### src/rtl/commit_trace_pipe_pkg.sv
// Shared definitions for the commit trace pipeline.
// Holds the default field widths, the trace entry layout at those widths,
// the bubble value and the "no op" encoding.
package commit_trace_pipe_pkg;

  localparam int unsigned OpWDefault   = 12;
  localparam int unsigned InstWDefault = 32;
  localparam int unsigned PcWDefault   = 64;
  localparam int unsigned CntWDefault  = 64;

  // An all-ones op marks an empty slot so invalid stages never alias a real op.
  localparam logic [OpWDefault-1:0] OP_NONE = '1;

  typedef struct packed {
    logic                    valid;
    logic                    ebreak;
    logic [OpWDefault-1:0]   op;
    logic [InstWDefault-1:0] inst;
    logic [PcWDefault-1:0]   pc;
  } trace_entry_t;

  localparam trace_entry_t BUBBLE = '{
    valid:  1'b0,
    ebreak: 1'b0,
    op:     OP_NONE,
    inst:   '0,
    pc:     '0
  };

endpackage

### src/rtl/commit_trace_pipe_trace_stage.sv
// One entry register of the commit trace pipeline.
// Ports:
//   clk, rst          clock, synchronous active-low reset
//   load_i            capture the input entry (bubble if in_valid_i is low)
//   kill_i            replace the entry with a bubble (wins over load_i)
//   in_*_i            incoming entry fields
//   q_*_o             registered entry fields
// With neither load_i nor kill_i asserted the entry holds.
module commit_trace_pipe_trace_stage
  import commit_trace_pipe_pkg::*;
#(
  parameter int unsigned OP_W   = OpWDefault,
  parameter int unsigned INST_W = InstWDefault,
  parameter int unsigned PC_W   = PcWDefault
) (
  input  logic              clk,
  input  logic              rst,
  input  logic              load_i,
  input  logic              kill_i,
  input  logic              in_valid_i,
  input  logic              in_ebreak_i,
  input  logic [OP_W-1:0]   in_op_i,
  input  logic [INST_W-1:0] in_inst_i,
  input  logic [PC_W-1:0]   in_pc_i,
  output logic              q_valid_o,
  output logic              q_ebreak_o,
  output logic [OP_W-1:0]   q_op_o,
  output logic [INST_W-1:0] q_inst_o,
  output logic [PC_W-1:0]   q_pc_o
);

  logic              valid_q, valid_d;
  logic              ebreak_q, ebreak_d;
  logic [OP_W-1:0]   op_q, op_d;
  logic [INST_W-1:0] inst_q, inst_d;
  logic [PC_W-1:0]   pc_q, pc_d;

  always_comb begin
    valid_d  = valid_q;
    ebreak_d = ebreak_q;
    op_d     = op_q;
    inst_d   = inst_q;
    pc_d     = pc_q;
    if (kill_i || (load_i && !in_valid_i)) begin
      // Invalid loads carry a fixed payload so the trace never shows stale data.
      valid_d  = 1'b0;
      ebreak_d = 1'b0;
      op_d     = '1;
      inst_d   = '0;
      pc_d     = '0;
    end else if (load_i) begin
      valid_d  = 1'b1;
      ebreak_d = in_ebreak_i;
      op_d     = in_op_i;
      inst_d   = in_inst_i;
      pc_d     = in_pc_i;
    end
  end

  always_ff @(posedge clk) begin
    if (!rst) begin
      valid_q  <= 1'b0;
      ebreak_q <= 1'b0;
      op_q     <= '1;
      inst_q   <= '0;
      pc_q     <= '0;
    end else begin
      valid_q  <= valid_d;
      ebreak_q <= ebreak_d;
      op_q     <= op_d;
      inst_q   <= inst_d;
      pc_q     <= pc_d;
    end
  end

  assign q_valid_o  = valid_q;
  assign q_ebreak_o = ebreak_q;
  assign q_op_o     = op_q;
  assign q_inst_o   = inst_q;
  assign q_pc_o     = pc_q;

endmodule

### src/rtl/commit_trace_pipe.sv
// Commit trace pipeline: delays retiring-instruction trace data from writeback
// by DEPTH register stages so it lines up with architectural commit.
// Ports:
//   clk, rst                      clock, synchronous active-low reset
//   stall_i                       hold all stages, halt and counter
//   flush_i                       turn every stage into a bubble, drop the input
//   in_valid_i, in_ebreak_i,
//   in_op_i, in_inst_i, in_pc_i   retiring instruction from writeback
//   out_*_o                       last stage (the committing instruction)
//   halt_o                        sticky, set when an ebreak retires
//   retire_cnt_o                  number of retire events, wraps
module commit_trace_pipe
  import commit_trace_pipe_pkg::*;
#(
  parameter int unsigned DEPTH  = 2,
  parameter int unsigned OP_W   = OpWDefault,
  parameter int unsigned INST_W = InstWDefault,
  parameter int unsigned PC_W   = PcWDefault,
  parameter int unsigned CNT_W  = CntWDefault
) (
  input  logic              clk,
  input  logic              rst,
  input  logic              stall_i,
  input  logic              flush_i,
  input  logic              in_valid_i,
  input  logic              in_ebreak_i,
  input  logic [OP_W-1:0]   in_op_i,
  input  logic [INST_W-1:0] in_inst_i,
  input  logic [PC_W-1:0]   in_pc_i,
  output logic              out_valid_o,
  output logic              out_ebreak_o,
  output logic [OP_W-1:0]   out_op_o,
  output logic [INST_W-1:0] out_inst_o,
  output logic [PC_W-1:0]   out_pc_o,
  output logic              halt_o,
  output logic [CNT_W-1:0]  retire_cnt_o
);

  logic [DEPTH-1:0]  stg_valid;
  logic [DEPTH-1:0]  stg_ebreak;
  logic [OP_W-1:0]   stg_op   [DEPTH];
  logic [INST_W-1:0] stg_inst [DEPTH];
  logic [PC_W-1:0]   stg_pc   [DEPTH];

  logic             halt_q, halt_d;
  logic [CNT_W-1:0] cnt_q, cnt_d;
  logic             stage_load;
  logic             stage_kill;
  logic             retire;

  // Flush beats stall: a stalled pipeline is still emptied by a flush.
  assign stage_kill = flush_i;
  assign stage_load = !flush_i && !stall_i;

  for (genvar g = 0; g < DEPTH; g++) begin : gen_stage
    if (g == 0) begin : gen_head
      commit_trace_pipe_trace_stage #(
        .OP_W  (OP_W),
        .INST_W(INST_W),
        .PC_W  (PC_W)
      ) u_stage (
        .clk        (clk),
        .rst        (rst),
        .load_i     (stage_load),
        .kill_i     (stage_kill),
        // Once halted, new instructions are admitted only as bubbles.
        .in_valid_i (in_valid_i && !halt_q),
        .in_ebreak_i(in_ebreak_i),
        .in_op_i    (in_op_i),
        .in_inst_i  (in_inst_i),
        .in_pc_i    (in_pc_i),
        .q_valid_o  (stg_valid[g]),
        .q_ebreak_o (stg_ebreak[g]),
        .q_op_o     (stg_op[g]),
        .q_inst_o   (stg_inst[g]),
        .q_pc_o     (stg_pc[g])
      );
    end else begin : gen_body
      commit_trace_pipe_trace_stage #(
        .OP_W  (OP_W),
        .INST_W(INST_W),
        .PC_W  (PC_W)
      ) u_stage (
        .clk        (clk),
        .rst        (rst),
        .load_i     (stage_load),
        .kill_i     (stage_kill),
        .in_valid_i (stg_valid[g-1]),
        .in_ebreak_i(stg_ebreak[g-1]),
        .in_op_i    (stg_op[g-1]),
        .in_inst_i  (stg_inst[g-1]),
        .in_pc_i    (stg_pc[g-1]),
        .q_valid_o  (stg_valid[g]),
        .q_ebreak_o (stg_ebreak[g]),
        .q_op_o     (stg_op[g]),
        .q_inst_o   (stg_inst[g]),
        .q_pc_o     (stg_pc[g])
      );
    end
  end

  assign out_valid_o  = stg_valid[DEPTH-1];
  assign out_ebreak_o = stg_ebreak[DEPTH-1];
  assign out_op_o     = stg_op[DEPTH-1];
  assign out_inst_o   = stg_inst[DEPTH-1];
  assign out_pc_o     = stg_pc[DEPTH-1];

  // The last stage commits on any edge where it actually moves on.
  assign retire = stg_valid[DEPTH-1] && !stall_i && !flush_i;

  always_comb begin
    halt_d = halt_q;
    cnt_d  = cnt_q;
    if (retire) begin
      cnt_d = cnt_q + CNT_W'(1);
      if (stg_ebreak[DEPTH-1]) begin
        halt_d = 1'b1;
      end
    end
  end

  always_ff @(posedge clk) begin
    if (!rst) begin
      halt_q <= 1'b0;
      cnt_q  <= '0;
    end else begin
      halt_q <= halt_d;
      cnt_q  <= cnt_d;
    end
  end

  assign halt_o       = halt_q;
  assign retire_cnt_o = cnt_q;

endmodule
### config.mk
export PLATFORM = sky130hd
export DESIGN_NAME = commit_trace_pipe
export DESIGN_NICKNAME = d
export VERILOG_FILES = /design/src/rtl/commit_trace_pipe_pkg.sv /design/src/rtl/commit_trace_pipe_trace_stage.sv /design/src/rtl/commit_trace_pipe.sv
export SDC_FILE = /design/constraint.sdc
export NUM_CORES = 1
export LEC_CHECK = 0
export ABC_AREA = 1
export ABC_CLOCK_PERIOD_IN_PS = 1500
export CELL_PAD_IN_SITES_DETAIL_PLACEMENT = 1
export CELL_PAD_IN_SITES_GLOBAL_PLACEMENT = 1
export CORE_UTILIZATION = 31
export DETAILED_ROUTE_END_ITERATION = 8
export GPL_TIMING_DRIVEN = 0
export PLACE_DENSITY = 0.79
export SKIP_LAST_GASP = 1
export SLEW_MARGIN = 30
export SYNTH_ARGS = -nofsm -noshare
export SYNTH_HDL_FRONTEND = slang
export SYNTH_SLANG_ARGS = --single-unit
### constraint.sdc
create_clock -name clk -period 1.5 [get_ports clk]
set_input_delay 0.225 -clock clk [delete_from_list [all_inputs] [get_ports clk]]
set_output_delay 0.225 -clock clk [all_outputs]
set_load 0.01 [all_outputs]
Close-up of the layout:
Window x 84 to 109, y 84 to 109 um. Cells in grey, sequential cells in the stronger grey; small squares are vias.
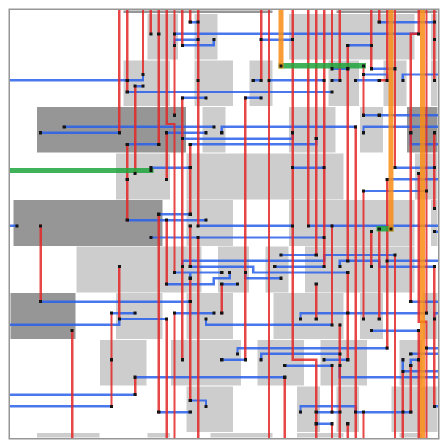
- blue: M1
- red: M2
- orange: M4
- green: M3
- cells with their middle in the window: 35
- sequential cells in the window: 3
- netlist names of flops here include: retire_cnt_o (2), gen_stage.gen_body.u_stage.q_inst_o (1)
- most frequent: buf_4 (7), nand2_1 (4), nor2_1 (4)

Placement density heat map:
Scale: 1.5 px per um. 19 x 19 tiles, from black (low) to pale yellow (high), 0 to 100% covered.
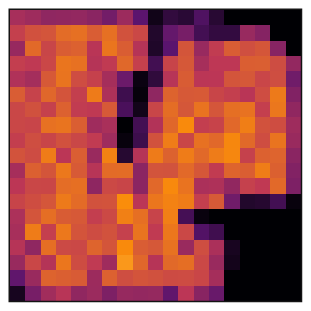
- mean over tiles: 45%
- emptiest ninth of the die: bottom right
- fullest tile: 78%
- nearly empty tiles: 11%
- tiles over 75% full: 0.60%

Clock network drawn from the DEF:
Scale: 3 px per um.
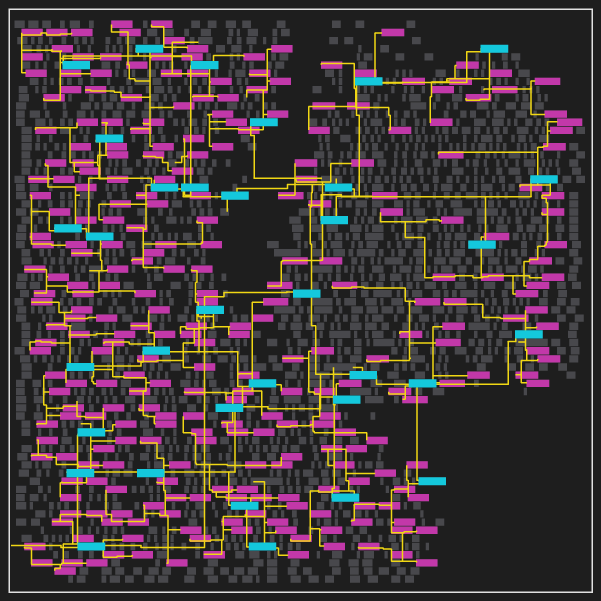
- cyan: clock-net drivers (count 34)
- yellow: clock wires (length 4040 um)
- magenta: flip-flops (count 285)
- routed clock nets: 35
- flops lie: all over the die

Placed cells, one colour a class:
Scale: 2 px per um. Fill, decap, tap and diode cells in grey.
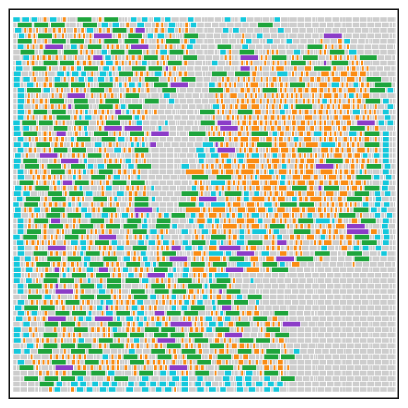
- orange: remaining logic cells (cells 1234; share of their area 37%)
- green: registers (cells 285; share of their area 34%)
- purple: clock drivers and dummy loads (cells 61; share of their area 6.9%)
- cyan: remaining buffers and delay cells (cells 425; share of their area 22%)

==> run_results.csv <==
group,metric,value,unit
synth,synth_chip_area,11400,um^2
run_status,violations,"negative setup slack",
synth,yosysUniqueCellTypes,32,
power_and_ir_drop,ir_drop,730.3,uV
clock_network,clock_sinks,285,
layout,area_growth,53.94,%
run_status,status,"complete, but fails checks",
layout,inverters,189,
synth,edf_count,0,
place,dp.cells,2343,
synth,synth_cells,1594,
clock_network,clk_pin_slew,0.06,ns
floorplanning,die_w,193.8,um
final_timing,finalWorstSetupSlack,-0.3441,ns
worst_setup_path,endpoint,"retire_cnt_o[36]",
final_timing,setup_viol_count_final,50,
power_and_ir_drop,comb_power_share,6.7,%
global_route,grt.overflow.total,0,
synth,yosys_cells,1594,
synth,netlist_area,11400,um^2
place,place_hpwl,33620,um
place,gp_congestion,0.8866,
layout,comb_cells,1045,
global_route,grtUsageTotal,24.42,%
route,vias,12420,
synth,syn-num-nets,1709,
layout,comb_area_share,31.49,%
layout,fin_cells,2474,
global_route,grt_first_pass_wirelength,71780,um
layout,largest_class,"sequential cells",
clock_network,htree_levels,2,
synth,flop_cell,"dfxtp_1",
floorplanning,die_h,193.8,um
worst_setup_path,rr_startpoint,"retire_cnt_o[0]",
worst_setup_path,worstPathArrival,2.31,ns
layout,area.combinational,5529,um^2
floorplanning,tap_cells,461,
final_timing,slew_violations,0,
floorplanning,chip_area,37560,um^2
final_timing,fin_skew,0.02362,ns
clock_network,clk_latency,0.53,ns
final_timing,relSlewSlack,45.18,%
-- cells in the final DEF (no fill, tap or decap), drive strengths merged, types with 45 or more instances in the layout --
master / synthesis / final
nor2: 370 / 370
dfxtp: 285 / 285
a21oi: 226 / 226
nand2: 224 / 224
inv: 188 / 191
dlygate4sd2: 0 / 169
o21ai: 117 / 117
clkdlybuf4s50: 0 / 111
clkbuf: 61 / 109
buf: 14 / 79
nand3: 45 / 45
-- critical path: stages (launching register included) --
cell	delay, ns
dfxtp_4	0.35
buf_6	0.09
ha_4	0.15
inv_4	0.05
nor2_4	0.15
nand2_4	0.10
buf_12	0.14
nor2_4	0.19
nand3_4	0.14
inv_2	0.08
nand2_2	0.08
nand2_2	0.09
nand2_2	0.04
nor2_1	0.13
-- repair_timing --
action                                  4_1_cts  5_1_grt
endpoints found under the setup margin      450      210
gates resized                               460      169
pin swaps                                    34       47
buffers inserted                             34       29
-- kinds of logic after synthesis --
| kind of cell | Yosys count | share of synthesized area (%) |
|---|---|---|
| adders and majority gates | 1 | 0.1097 |
| buffers and inverters | 264 | 8.777 |
| and+or+nand+nor | 666 | 23.51 |
| xor gates and xnor gates | 8 | 0.6144 |
| AOI/OAI and AO/OA | 370 | 16.96 |
| DFF | 285 | 50.03 |
-- through the flow --
step                      area (um^2)  util, %  power (uW)  worst slack [ns]
after floorplan                 11410        -        8355          0.006857
after global placement          14870    41.42        8997            -1.017
after detailed placement        14870    41.42        9027            -1.094
after CTS                       16870    46.98       17590           -0.2213
after global routing            17550    48.87       18030           -0.4109
final                           17560    48.89       17490           -0.3441
-- metal layers --
layer  GRT usage [%]  vias to the layer above  part of all wire [%]
li1                -                     5846                     -
met1           26.74                     6078                    39
met2           43.31                      377                    50
met3           7.775                      115                   7.2
met4           10.25                        6                   4.1
met5               0                        -                 0.076
Power is estimated from default activity; no workload was simulated.
